**config.mk**
```make
export PLATFORM = sky130hd
export DESIGN_NAME = sdram_req_bridge
export DESIGN_NICKNAME = d
export VERILOG_FILES = /design/src/rtl/sdram_req_bridge.sv
export SDC_FILE = /design/constraint.sdc
export NUM_CORES = 1
export LEC_CHECK = 0
export ABC_AREA = 1
export CAP_MARGIN = 25
export CORE_ASPECT_RATIO = 1.2
export CORE_MARGIN = 3
export CORE_UTILIZATION = 44
export DETAILED_ROUTE_END_ITERATION = 8
export PLACE_DENSITY = 0.72
export SETUP_SLACK_MARGIN = 0.05
export SYNTH_ARGS = -nofsm -noshare
export SYNTH_HDL_FRONTEND = slang
export SYNTH_SLANG_ARGS = --single-unit
```
**constraint.sdc**
```tcl
create_clock -name i_clk -period 1.5 [get_ports i_clk]
set_input_delay 0.45 -clock i_clk [delete_from_list [all_inputs] [get_ports i_clk]]
set_output_delay 0.45 -clock i_clk [all_outputs]
set_load 0.02 [all_outputs]
```
**src/rtl/sdram_req_bridge.sv**
```systemverilog
// sdram_req_bridge: splits 32-bit CPU word requests into 16-bit halfword
// commands for the mmu SDRAM controller and reassembles read halves into
// one 32-bit response. One transaction in flight at a time.
module sdram_req_bridge #(
    parameter int WADDR_W    = 21,
    parameter int RD_TIMEOUT = 255
) (
    input  logic               i_clk,
    input  logic               i_rst,
    input  logic               i_req_valid,
    output logic               o_req_ready,
    input  logic               i_req_we,
    input  logic [WADDR_W-1:0] i_req_addr,
    input  logic [31:0]        i_req_wdata,
    input  logic [3:0]         i_req_be,
    output logic               o_resp_valid,
    output logic [31:0]        o_resp_rdata,
    output logic               o_resp_err,
    output logic               o_mmu_valid,
    input  logic               i_mmu_ready,
    output logic               o_mmu_we,
    output logic [WADDR_W:0]   o_mmu_addr,
    output logic [15:0]        o_mmu_wdata,
    output logic [1:0]         o_mmu_dqm,
    input  logic               i_mmu_rvalid,
    input  logic [15:0]        i_mmu_rdata
);
    localparam int CNT_W = $clog2(RD_TIMEOUT + 1);

    typedef enum logic [2:0] {
        IDLE, CMD_LO, WAIT_LO, CMD_HI, WAIT_HI, RESP
    } state_t;

    state_t               r_state;
    logic                 r_we;
    logic [WADDR_W-1:0]   r_addr;
    logic [31:0]          r_wdata;
    logic [3:0]           r_be;
    logic [15:0]          r_rd_lo;
    logic                 r_err;
    logic [CNT_W-1:0]     r_cnt;
    logic                 r_req_ready;
    logic                 r_resp_valid;
    logic [31:0]          r_resp_rdata;
    logic                 r_resp_err;
    logic                 r_mmu_valid;
    logic                 r_mmu_we;
    logic [WADDR_W:0]     r_mmu_addr;
    logic [15:0]          r_mmu_wdata;
    logic [1:0]           r_mmu_dqm;

    wire w_timeout = (r_cnt == CNT_W'(RD_TIMEOUT));

    assign o_req_ready  = r_req_ready;
    assign o_resp_valid = r_resp_valid;
    assign o_resp_rdata = r_resp_rdata;
    assign o_resp_err   = r_resp_err;
    assign o_mmu_valid  = r_mmu_valid;
    assign o_mmu_we     = r_mmu_we;
    assign o_mmu_addr   = r_mmu_addr;
    assign o_mmu_wdata  = r_mmu_wdata;
    assign o_mmu_dqm    = r_mmu_dqm;

    // Transaction FSM. Each CMD state spends its first cycle raising the
    // command, then holds it until the mmu accepts; responses are raised on
    // entry to RESP so resp_valid coincides with the RESP state.
    always_ff @(posedge i_clk) begin
        if (i_rst) begin
            r_state      <= IDLE;
            r_we         <= 1'b0;
            r_addr       <= '0;
            r_wdata      <= '0;
            r_be         <= '0;
            r_rd_lo      <= '0;
            r_err        <= 1'b0;
            r_cnt        <= '0;
            r_req_ready  <= 1'b0;
            r_resp_valid <= 1'b0;
            r_resp_rdata <= '0;
            r_resp_err   <= 1'b0;
            r_mmu_valid  <= 1'b0;
            r_mmu_we     <= 1'b0;
            r_mmu_addr   <= '0;
            r_mmu_wdata  <= '0;
            r_mmu_dqm    <= 2'b11;
        end else begin
            r_resp_valid <= 1'b0;
            case (r_state)
                IDLE: begin
                    if (!r_req_ready) begin
                        r_req_ready <= 1'b1;
                    end else if (i_req_valid) begin
                        r_req_ready <= 1'b0;
                        r_we        <= i_req_we;
                        r_addr      <= i_req_addr;
                        r_wdata     <= i_req_wdata;
                        r_be        <= i_req_be;
                        r_err       <= 1'b0;
                        if (i_req_we && i_req_be == 4'b0000) begin
                            r_state      <= RESP;
                            r_resp_valid <= 1'b1;
                            r_resp_err   <= 1'b0;
                        end else if (i_req_we && i_req_be[1:0] == 2'b00) begin
                            r_state <= CMD_HI;
                        end else begin
                            r_state <= CMD_LO;
                        end
                    end
                end
                CMD_LO: begin
                    if (!r_mmu_valid) begin
                        r_mmu_valid <= 1'b1;
                        r_mmu_we    <= r_we;
                        r_mmu_addr  <= {r_addr, 1'b0};
                        r_mmu_wdata <= r_wdata[15:0];
                        r_mmu_dqm   <= r_we ? ~r_be[1:0] : 2'b00;
                    end else if (i_mmu_ready) begin
                        r_mmu_valid <= 1'b0;
                        if (!r_we) begin
                            r_state <= WAIT_LO;
                            r_cnt   <= '0;
                        end else if (r_be[3:2] != 2'b00) begin
                            r_state <= CMD_HI;
                        end else begin
                            r_state      <= RESP;
                            r_resp_valid <= 1'b1;
                            r_resp_err   <= 1'b0;
                        end
                    end
                end
                WAIT_LO: begin
                    if (i_mmu_rvalid) begin
                        r_rd_lo <= i_mmu_rdata;
                        r_state <= CMD_HI;
                    end else if (w_timeout) begin
                        r_rd_lo <= 16'h0000;
                        r_err   <= 1'b1;
                        r_state <= CMD_HI;
                    end else begin
                        r_cnt <= r_cnt + CNT_W'(1);
                    end
                end
                CMD_HI: begin
                    if (!r_mmu_valid) begin
                        r_mmu_valid <= 1'b1;
                        r_mmu_we    <= r_we;
                        r_mmu_addr  <= {r_addr, 1'b1};
                        r_mmu_wdata <= r_wdata[31:16];
                        r_mmu_dqm   <= r_we ? ~r_be[3:2] : 2'b00;
                    end else if (i_mmu_ready) begin
                        r_mmu_valid <= 1'b0;
                        if (!r_we) begin
                            r_state <= WAIT_HI;
                            r_cnt   <= '0;
                        end else begin
                            r_state      <= RESP;
                            r_resp_valid <= 1'b1;
                            r_resp_err   <= 1'b0;
                        end
                    end
                end
                WAIT_HI: begin
                    if (i_mmu_rvalid) begin
                        r_resp_rdata <= {i_mmu_rdata, r_rd_lo};
                        r_resp_err   <= r_err;
                        r_resp_valid <= 1'b1;
                        r_state      <= RESP;
                    end else if (w_timeout) begin
                        r_resp_rdata <= {16'h0000, r_rd_lo};
                        r_resp_err   <= 1'b1;
                        r_resp_valid <= 1'b1;
                        r_state      <= RESP;
                    end else begin
                        r_cnt <= r_cnt + CNT_W'(1);
                    end
                end
                RESP: begin
                    r_state     <= IDLE;
                    r_req_ready <= 1'b1;
                end
                default: r_state <= IDLE;
            endcase
        end
    end
endmodule

```
==> images/m1.png <==
Scale bar: 20 um.
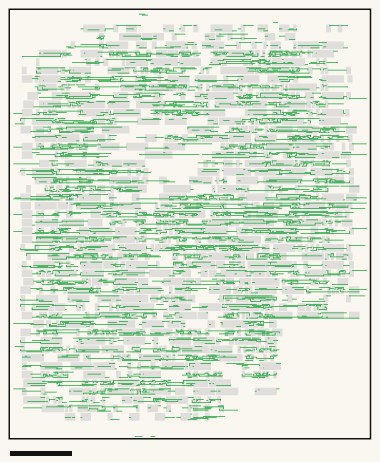
longest straight run = 23.5 um
wire length on this layer = 7,240 um
nets with wire on the layer = 997
main direction = horizontal

==> images/m2.png <==
Scale bar: 20 um.
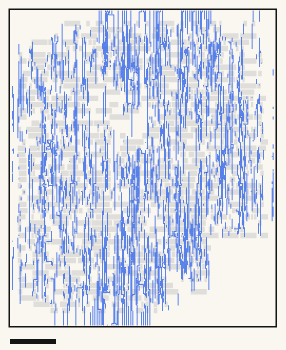
wire length on this layer = 7,890 um
nets with wire on the layer = 834
longest straight run = 49.6 um
via count: 5,896
DRT Wirelength: 16,400 um
GR Layer Usage met2: 34.5%

==> images/m3.png <==
Scale bar: 20 um.
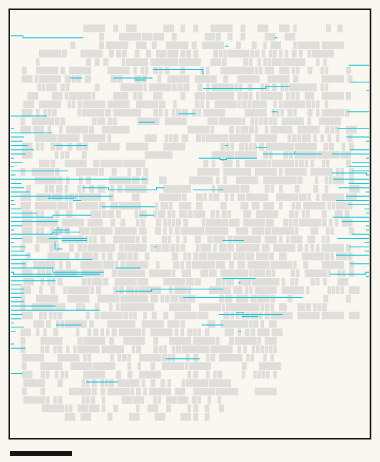
wire length on this layer = 1,100 um
nets with wire on the layer = 112
main direction = horizontal
longest straight run = 43.5 um
share of all routed wire = 6.7%

==> qor.csv <==
metric,value,unit
first-pass GRT wire length,26700,um
Via density,4.97,
Seq pwr share,39.0,%
num sequential,163,
most numerous logic cell after layout,nor2_1,
combinational power,4.11,mW
Leading power group,sequential cells,
Fmax,0.713,GHz
Post-CTS Setup Inserts,4,
Filler Cell Count,1246,
GRT met3 Usage,6.20,%
Top Layout Cells,"nor2_1 (201), dfxtp_1 (156), nand2_1 (118)",
non-clk buf share,19.1,%
yosys cell count,829,
# resized after CTS,315,
Sw Ratio,33.0,%
pre-CTS WS,-0.294,ns
count of final setup violators,0,
Die Width,116,um
Power Total,14.5,mW
cell taking the most area after synthesis,dfxtp_1,
area grow syn2layout,36.6,%
logic share of the area,31.3,%
CP Cell Sequence,buf_2,
# diodes,0,
initial antenna violation count,0,
Worst R2R Setup Slack,0.11,ns
I/O pins,156,
WHS Endpoint,r_be[0]$_SDFFE_PP0P_,
Yosys cell types,37,
Area leader share,51.2,%
Post-Synthesis Cells,829,
CP peak stage delay,0.36,ns
nonclk buf count,202,
Seq power,5.67,mW
clock network area share,7.55,%
most frequent cell after synthesis,nor2_1,
max_cap viols,0,
fin util,62.2,%
Rows,47,
Setup WS post-layout,0.0967,ns
flip-flops with a built-in enable,0,
number of nets in the layout,1082,
outcome,completed,
switching pwr,4.79,mW
GPL Wtd Cong,0.833,
Critical-path top delay cell,dfxtp_1,
Die ar.,0.0160,mm^2
Syn Area/Cell,7.69,um^2
TritonCTS clock tree,done,
CP Data Required Time,1.05,ns
R2R cell count,9,
Peak VDD IR,876,uV
-- flip-flops by register name, indices dropped and copies added, names as in the netlist, 2 cells and up --
name / flops
r_be: 4
r_wdata: 32
r_rd_lo: 16
r_cnt: 8
o_mmu_wdata: 16
o_mmu_dqm: 2
o_mmu_addr: 22
o_resp_rdata: 32
r_addr: 21
r_state: 3
-- layer usage --
metal | wire length, um | part of all wire, %
met5 | 0 | 0
met4 | 227 | 1.4
met3 | 1100 | 6.7
met2 | 7890 | 48
met1 | 7240 | 44
-- cells by family after synthesis --
group | count (synthesis) | synth area share [%]
AND-OR/OR-AND | 202 | 16.4
adder cells (fa/ha/maj) | 1 | 0.196
flip-flops | 163 | 51.2
XOR/XNOR | 1 | 0.137
buffers and inverters | 92 | 7.25
AND/OR/NAND/NOR | 370 | 24.8
Power is estimated from default activity; no workload was simulated.
